### src/rtl/elementwise_output_packer.sv
// elementwise_output_packer: packs an int8 element stream into LANES-byte words and queues them for a valid/ready writer
module elementwise_output_packer #(
    parameter int LANES      = 8,
    parameter int FIFO_DEPTH = 4,
    parameter int ADDR_W     = 16
) (
    input  logic                 clk,
    input  logic                 rst,
    input  logic                 i_start,
    input  logic [ADDR_W-1:0]    i_base_addr,
    input  logic [31:0]          i_num_elems,
    input  logic                 i_in_valid,
    input  logic [7:0]           i_in_data,
    output logic                 o_wr_valid,
    input  logic                 i_wr_ready,
    output logic [ADDR_W-1:0]    o_wr_addr,
    output logic [8*LANES-1:0]   o_wr_data,
    output logic [LANES-1:0]     o_wr_strb,
    output logic                 o_busy,
    output logic                 o_done,
    output logic                 o_overflow
);
    localparam int LW = $clog2(LANES);
    localparam int PW = $clog2(FIFO_DEPTH);

    typedef enum logic [1:0] {IDLE, RUN, DRAIN} state_t;

    state_t               r_state, w_state_nxt;
    logic [ADDR_W-1:0]    r_base, r_widx;
    logic [31:0]          r_num, r_cnt;
    logic [LW-1:0]        r_lane;
    logic [8*LANES-1:0]   r_lane_data, w_word;
    logic [LANES-1:0]     w_strb;
    logic [ADDR_W-1:0]    r_mem_addr [FIFO_DEPTH];
    logic [8*LANES-1:0]   r_mem_data [FIFO_DEPTH];
    logic [LANES-1:0]     r_mem_strb [FIFO_DEPTH];
    logic [PW-1:0]        r_wp, r_rp;
    logic [PW:0]          r_count, w_count_nxt;
    logic                 r_done, r_overflow, w_done_nxt;
    logic                 w_start, w_acc, w_last, w_push_req, w_push, w_pop, w_drop;

    assign w_start     = i_start && r_state == IDLE;
    assign w_acc       = r_state == RUN && i_in_valid && r_cnt < r_num;
    assign w_last      = w_acc && r_cnt == r_num - 32'd1;
    assign w_push_req  = w_acc && (r_lane == LW'(LANES - 1) || w_last);
    assign w_pop       = o_wr_valid && i_wr_ready;
    // a pop in the same cycle frees the slot, so a full FIFO can still take the word
    assign w_push      = w_push_req && (r_count != (PW+1)'(FIFO_DEPTH) || w_pop);
    assign w_drop      = w_push_req && !w_push;
    assign w_count_nxt = r_count + {{PW{1'b0}}, w_push} - {{PW{1'b0}}, w_pop};

    assign o_wr_valid  = r_count != '0;
    assign o_wr_addr   = o_wr_valid ? r_mem_addr[r_rp] : '0;
    assign o_wr_data   = o_wr_valid ? r_mem_data[r_rp] : '0;
    assign o_wr_strb   = o_wr_valid ? r_mem_strb[r_rp] : '0;
    assign o_busy      = r_state != IDLE;
    assign o_done      = r_done;
    assign o_overflow  = r_overflow;

    always_comb begin
        w_word = r_lane_data;
        w_word[8*r_lane +: 8] = i_in_data;
        for (int i = 0; i < LANES; i++) w_strb[i] = LW'(i) <= r_lane;
    end

    always_comb begin
        w_state_nxt = r_state;
        w_done_nxt  = 1'b0;
        case (r_state)
            IDLE: if (i_start) begin
                w_state_nxt = i_num_elems != '0 ? RUN : IDLE;
                w_done_nxt  = i_num_elems == '0;
            end
            RUN: if (w_last) w_state_nxt = DRAIN;
            DRAIN: if (w_count_nxt == '0) begin
                w_state_nxt = IDLE;
                w_done_nxt  = 1'b1;
            end
            default: w_state_nxt = IDLE;
        endcase
    end

    always_ff @(posedge clk or negedge rst) begin
        if (!rst) begin
            r_state     <= IDLE;
            r_done      <= 1'b0;
            r_overflow  <= 1'b0;
            r_base      <= '0;
            r_num       <= '0;
            r_cnt       <= '0;
            r_widx      <= '0;
            r_lane      <= '0;
            r_lane_data <= '0;
            r_wp        <= '0;
            r_rp        <= '0;
            r_count     <= '0;
        end else begin
            r_state <= w_state_nxt;
            r_done  <= w_done_nxt;
            r_count <= w_count_nxt;
            if (w_start) begin
                r_base      <= i_base_addr;
                r_num       <= i_num_elems;
                r_cnt       <= '0;
                r_widx      <= '0;
                r_lane      <= '0;
                r_lane_data <= '0;
                r_overflow  <= 1'b0;
            end else if (w_acc) begin
                r_cnt       <= r_cnt + 32'd1;
                r_lane      <= w_push_req ? '0 : r_lane + 1'b1;
                r_lane_data <= w_push_req ? '0 : w_word;
                if (w_push_req) r_widx <= r_widx + 1'b1;
                if (w_drop) r_overflow <= 1'b1;
            end
            if (w_push) r_wp <= r_wp + 1'b1;
            if (w_pop) r_rp <= r_rp + 1'b1;
        end
    end

    always_ff @(posedge clk) begin
        if (w_push) begin
            r_mem_addr[r_wp] <= r_base + r_widx;
            r_mem_data[r_wp] <= w_word;
            r_mem_strb[r_wp] <= w_strb;
        end
    end
endmodule

### config.mk
export PLATFORM = sky130hd
export DESIGN_NAME = elementwise_output_packer
export DESIGN_NICKNAME = d
export VERILOG_FILES = /design/src/rtl/elementwise_output_packer.sv
export SDC_FILE = /design/constraint.sdc
export NUM_CORES = 1
export LEC_CHECK = 0
export CAP_MARGIN = 20
export CORE_ASPECT_RATIO = 0.9
export CORE_MARGIN = 1
export CORE_UTILIZATION = 69
export CTS_CLUSTER_DIAMETER = 200
export DETAILED_ROUTE_END_ITERATION = 8
export DONT_BUFFER_PORTS = 1
export PLACE_DENSITY = 0.85
export SETUP_SLACK_MARGIN = 0.02
export SYNTH_ARGS = -nofsm -noshare
export SYNTH_HDL_FRONTEND = slang
export SYNTH_SLANG_ARGS = --single-unit
### constraint.sdc
create_clock -name clk -period 7.9 [get_ports clk]
set_clock_uncertainty 0.15 [all_clocks]
set_input_delay 1.185 -clock clk [delete_from_list [all_inputs] [get_ports clk]]
set_output_delay 1.185 -clock clk [all_outputs]
set_load 0.005 [all_outputs]
### Wiring by layer, run 1

Two of the layers only.
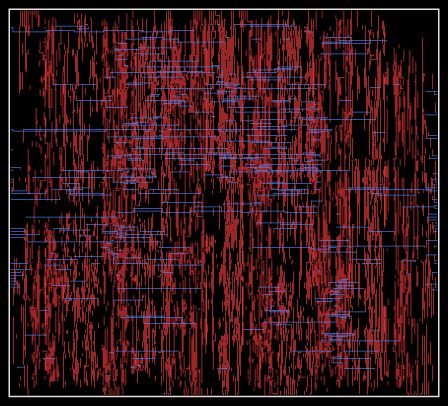
Key: blue = met3 [wire length 4150 µm]; red = met2 [wire length 27.0 mm]

### Sequential cells grouped by signal name, run 1

Scale bar: 50 µm.
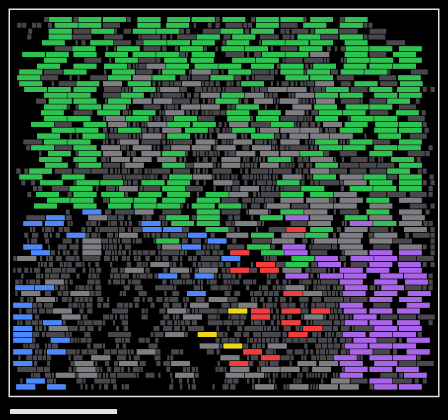
Key: purple = `r_mem_addr` [flops 64, where lower right]; red = `r_widx` [flops 16, where bottom center]; blue = `r_cnt` [flops 32]; green = `r_mem_data` [flops 256]; yellow = `r_count` [flops 3]
Another 155 sequential cells are not colored.

==> results.json, run 1 <==
{
  "run_status": "completed",
  "clock_tree.root_cell": "sky130_fd_sc_hd__clkbuf_16",
  "die_width_um": 200,
  "fp.dieArea_um2": 35900,
  "post_layout_period_usage_pct": 72.6,
  "clock_tree_from_tritoncts": "yes",
  "synth.net_count": 1983,
  "fp.coreArea_um2": 34300,
  "synth.top_cells.by_count": "352 x sky130_fd_sc_hd__edfxtp_1, 232 x sky130_fd_sc_hd__nand2_1, 174 x sky130_fd_sc_hd__dfrtp_1, 124 x sky130_fd_sc_hd__inv_1, 115 x sky130_fd_sc_hd__o21ai_0",
  "totalNegativeSetupSlack_ps": 0,
  "critPathCapture": "r_state[1]$_DFFE_PN0P_",
  "count_of_library_flops_with_an_enable_pin": 352,
  "max_freq_mhz": 174,
  "pwr.group.sequential_mw": 3.48,
  "reg_to_reg_endpoint": "r_state[1]$_DFFE_PN0P_",
  "combPwrFrac_pct": 27.3,
  "grt_use_met2_pct": 51.1,
  "timing.rr.start": "r_num[0]$_DFFE_PN0P_",
  "finish.instance_area_um2": 26200,
  "crit_start": "r_num[0]$_DFFE_PN0P_"
}
### Signal metal coverage by tile, run 1

The die is cut into 40 by 36 equal tiles; dark purple is low, yellow is high, scaled to the fullest tile. Values are wire area over tile area, all layers added.
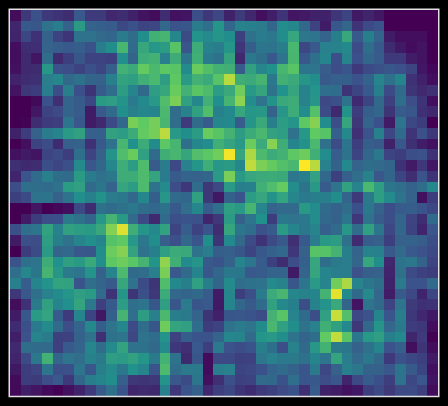
1.9% of the tiles are nearly empty. The densest ninth of the die: top center. The emptiest ninth of the die: upper right. 23% of the tiles are over half the peak.
DRT Wirelength: 55900 µm
vias: 15200

[run 1: worst max-delay path, delay by kind of cell, from the launching register on]
kind / cells / cell delay (ps)
simple gates: 7 / 2420
compound gates: 4 / 1180
fa+ha+maj: 4 / 1030
flops: 1 / 440
buf+inv: 3 / 220
xor+xnor: 1 / 150
[run 1: cells in the final DEF, fill, tap and decap left out, types with 46 or more instances in the layout]
cell                        count
sky130_fd_sc_hd__edfxtp_1     352
sky130_fd_sc_hd__nand2_1      232
sky130_fd_sc_hd__dfrtp_1      172
sky130_fd_sc_hd__inv_1        124
sky130_fd_sc_hd__o21ai_0      115
sky130_fd_sc_hd__and2_1       103
sky130_fd_sc_hd__mux4_2        88
sky130_fd_sc_hd__nor2_1        61
sky130_fd_sc_hd__ha_1          61
sky130_fd_sc_hd__clkbuf_16     51
sky130_fd_sc_hd__mux2i_1       47
sky130_fd_sc_hd__xor2_1        46
[run 1: logic make-up after synthesis]
group | synth area share, %
and+or+nand+nor | 12.5
xor gates and xnor gates | 3.00
muxes | 10.2
DFF | 61.5
AOI/OAI and AO/OA | 6.06
adders and majority gates | 3.31
buffers and inverters | 3.31
[run 1: state kept, by name, indices dropped and copies added, names as in the netlist, 3 cells and up]
register and cells:
r_mem_data 256, r_base 16, r_count 3, r_num 32, r_mem_addr 64, r_mem_strb 32
r_lane_data 64, r_lane 3, r_cnt 32, r_widx 16
[run 1: layout make-up]
cell class	instances	area (µm²)	share of cell area (%)
clock buffer	70	1380	5.26
clock inverter	24	146	0.559
inverter	124	465	1.78
multi-input combinational	1122	8580	32.7
sequential	526	14900	57.0
tap	462	578	2.21
timing repair buffer	16	124	0.473
[run 1: routing by layer]
metal / vias to the layer above / routed length [µm]
met1: 7693 / 23300
met3: 122 / 4150
met4: 0 / 1470
met2: 730 / 27000
met5: - / 0
li1: 6689 / -
## Run 2: what changed since run 1
--- a/config.mk
+++ b/config.mk
@@ -8,11 +8,11 @@
 export CAP_MARGIN = 20
 export CORE_ASPECT_RATIO = 0.9
 export CORE_MARGIN = 1
-export CORE_UTILIZATION = 69
+export CORE_UTILIZATION = 58
 export CTS_CLUSTER_DIAMETER = 200
 export DETAILED_ROUTE_END_ITERATION = 8
 export DONT_BUFFER_PORTS = 1
-export PLACE_DENSITY = 0.85
+export PLACE_DENSITY = 0.76
 export SETUP_SLACK_MARGIN = 0.02
 export SYNTH_ARGS = -nofsm -noshare
 export SYNTH_HDL_FRONTEND = slang
==> constraint.sdc (replaced) <==
create_clock -name clk -period 4.9 [get_ports clk]
set_clock_uncertainty 0.15 [all_clocks]
set_input_delay 0.735 -clock clk [delete_from_list [all_inputs] [get_ports clk]]
set_output_delay 0.735 -clock clk [all_outputs]
set_load 0.005 [all_outputs]
### Wiring by layer, run 2

Two of the layers only.
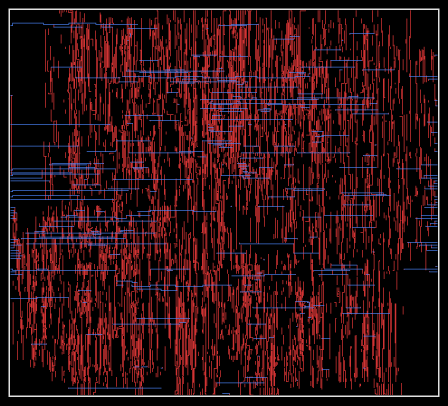
Key: red = met2 [wire length 24.9 mm]; blue = met3 [wire length 3460 µm]

==> run 2 against run 1 <==
  * Non-clock buffer count grew 41
  * Critical path type unchanged
  * Largest cell class unchanged
  * Sequential cell count unchanged
  * Total power up 70%
  * Largest power group unchanged
  * Global-route usage down 6.6 points
==> results.json, run 2 <==
{
  "run_status": "completed",
  "synth.logic.top_family": "simple AND/OR/NAND/NOR gates",
  "post_layout_period_usage_pct": 94.2,
  "max_freq_mhz": 217,
  "taps": 540,
  "fp.dieArea_um2": 42600,
  "top_area_cell_class": "sequential cells",
  "max_capacitance_violation_count": 0,
  "fp.coreArea_um2": 40900,
  "clock_tree_from_tritoncts": "yes",
  "num-nonclk-buffers": 57,
  "reg.largest.list": "r_mem_data x256, r_lane_data x64, r_mem_addr x64",
  "finish.instance_area_um2": 27100,
  "clock_tree.root_cell": "sky130_fd_sc_hd__clkbuf_16",
  "seqAreaFraction_pct": 55.1,
  "count_of_library_flops_with_an_enable_pin": 352,
  "synth.top_cells.by_count": "352 x sky130_fd_sc_hd__edfxtp_1, 232 x sky130_fd_sc_hd__nand2_1, 174 x sky130_fd_sc_hd__dfrtp_1, 124 x sky130_fd_sc_hd__inv_1, 115 x sky130_fd_sc_hd__o21ai_0",
  "critical_path_required_ps": 5210,
  "max_flop_register": "r_mem_data",
  "final-nonclk-buf-share_pct": 2.10,
  "totalNegativeSetupSlack_ps": 0,
  "layout.cells.most_common": "sky130_fd_sc_hd__edfxtp_1",
  "muxShareOfSynthArea_pct": 10.2,
  "worst-path-buf-inv": 4,
  "grt_use_met2_pct": 39.6,
  "mi_comb_count": 1122,
  "synth.net_count": 1983,
  "layoutNonFillerInstCount": 2466,
  "post_synth_top_area_cell": "sky130_fd_sc_hd__edfxtp_1",
  "detailroute.via_count": 14800,
  "logic_area_um2": 8670,
  "basic_gate_share_of_the_synthesized_area_counting_and_or_nand_and_nor_cells_pct": 12.5,
  "seq_cells": 526,
  "xor_share_synth_pct": 3.00,
  "final_layout_top_logic_cells": "352 x sky130_fd_sc_hd__edfxtp_1, 232 x sky130_fd_sc_hd__nand2_1, 171 x sky130_fd_sc_hd__dfrtp_1",
  "cpLargestDelayFamily": "simple AND/OR/NAND/NOR gates",
  "die_width_um": 218,
  "wl_um": 53100
}
### Signal metal coverage by tile, run 2

The die is cut into 22 by 20 equal tiles; dark purple is low, yellow is high, scaled to the fullest tile. Values are wire area over tile area, all layers added.
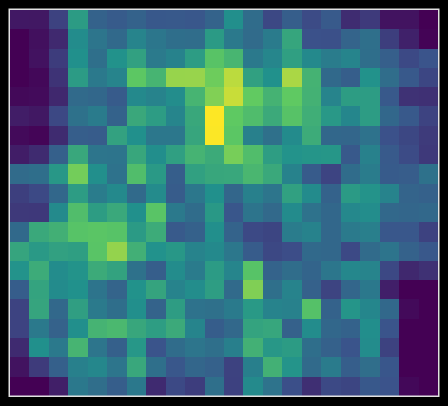
The fullest tile reaches 0.51. The emptiest ninth of the die: lower right. 28% of the tiles are over half the peak. The densest ninth of the die: top center.

run 2: netlist changes by cell type in the layout (fill, tap and decap cells not counted), moves of 3 or more:
| cell | before | now |
|---|---|---|
| sky130_fd_sc_hd__buf_12 | 0 | 9 |
| sky130_fd_sc_hd__bufinv_16 | 1 | 7 |
| sky130_fd_sc_hd__clkbuf_8 | 3 | 6 |
| sky130_fd_sc_hd__clkinvlp_4 | 0 | 4 |
| sky130_fd_sc_hd__clkinv_2 | 11 | 5 |
| sky130_fd_sc_hd__buf_4 | 15 | 45 |
| sky130_fd_sc_hd__clkbuf_16 | 51 | 54 |
| sky130_fd_sc_hd__clkbuf_1 | 16 | 12 |
run 2: worst paths after layout:
check	from	endpoint	cells after the start
min in group clk	i_base_addr[13]	r_base[13]$_DFFE_PN0P_	2
max reg2reg	r_num[0]$_DFFE_PN0P_	r_state[1]$_DFFE_PN0P_	18
min reg2reg	r_lane_data[9]$_DFFE_PN0P_	r_lane_data[9]$_DFFE_PN0P_	2
min	rst	r_lane_data[25]$_DFFE_PN0P_	1
max	r_num[0]$_DFFE_PN0P_	r_state[1]$_DFFE_PN0P_	18
max in group asynchronous	rst	r_num[2]$_DFFE_PN0P_	1
run 2: report_power, final:
part | internal (mW) | total (mW) | switching, mW
logic | 1.48 | 3.63 | 2.15
registers | 5.17 | 5.64 | 0.471
clock network | 2.48 | 4.16 | 1.68
run 2: what timing repair did:
item | CTS | global route
hold buffers | 1 | 0
setup endpoints to repair | 1 | 2
endpoints found under the hold margin | 174 | 0
gates resized | 1 | 23
setup buffers | 0 | 4
pin swaps | 0 | 13
run 2: routing by layer:
layer	part of all wire (%)	vias up
li1	-	6779
met1	44	7479
met2	47	474
met3	6.5	74
met4	2.2	0
met5	0	-
Power figures rest on the tool's default switching activity, not on a simulated workload.
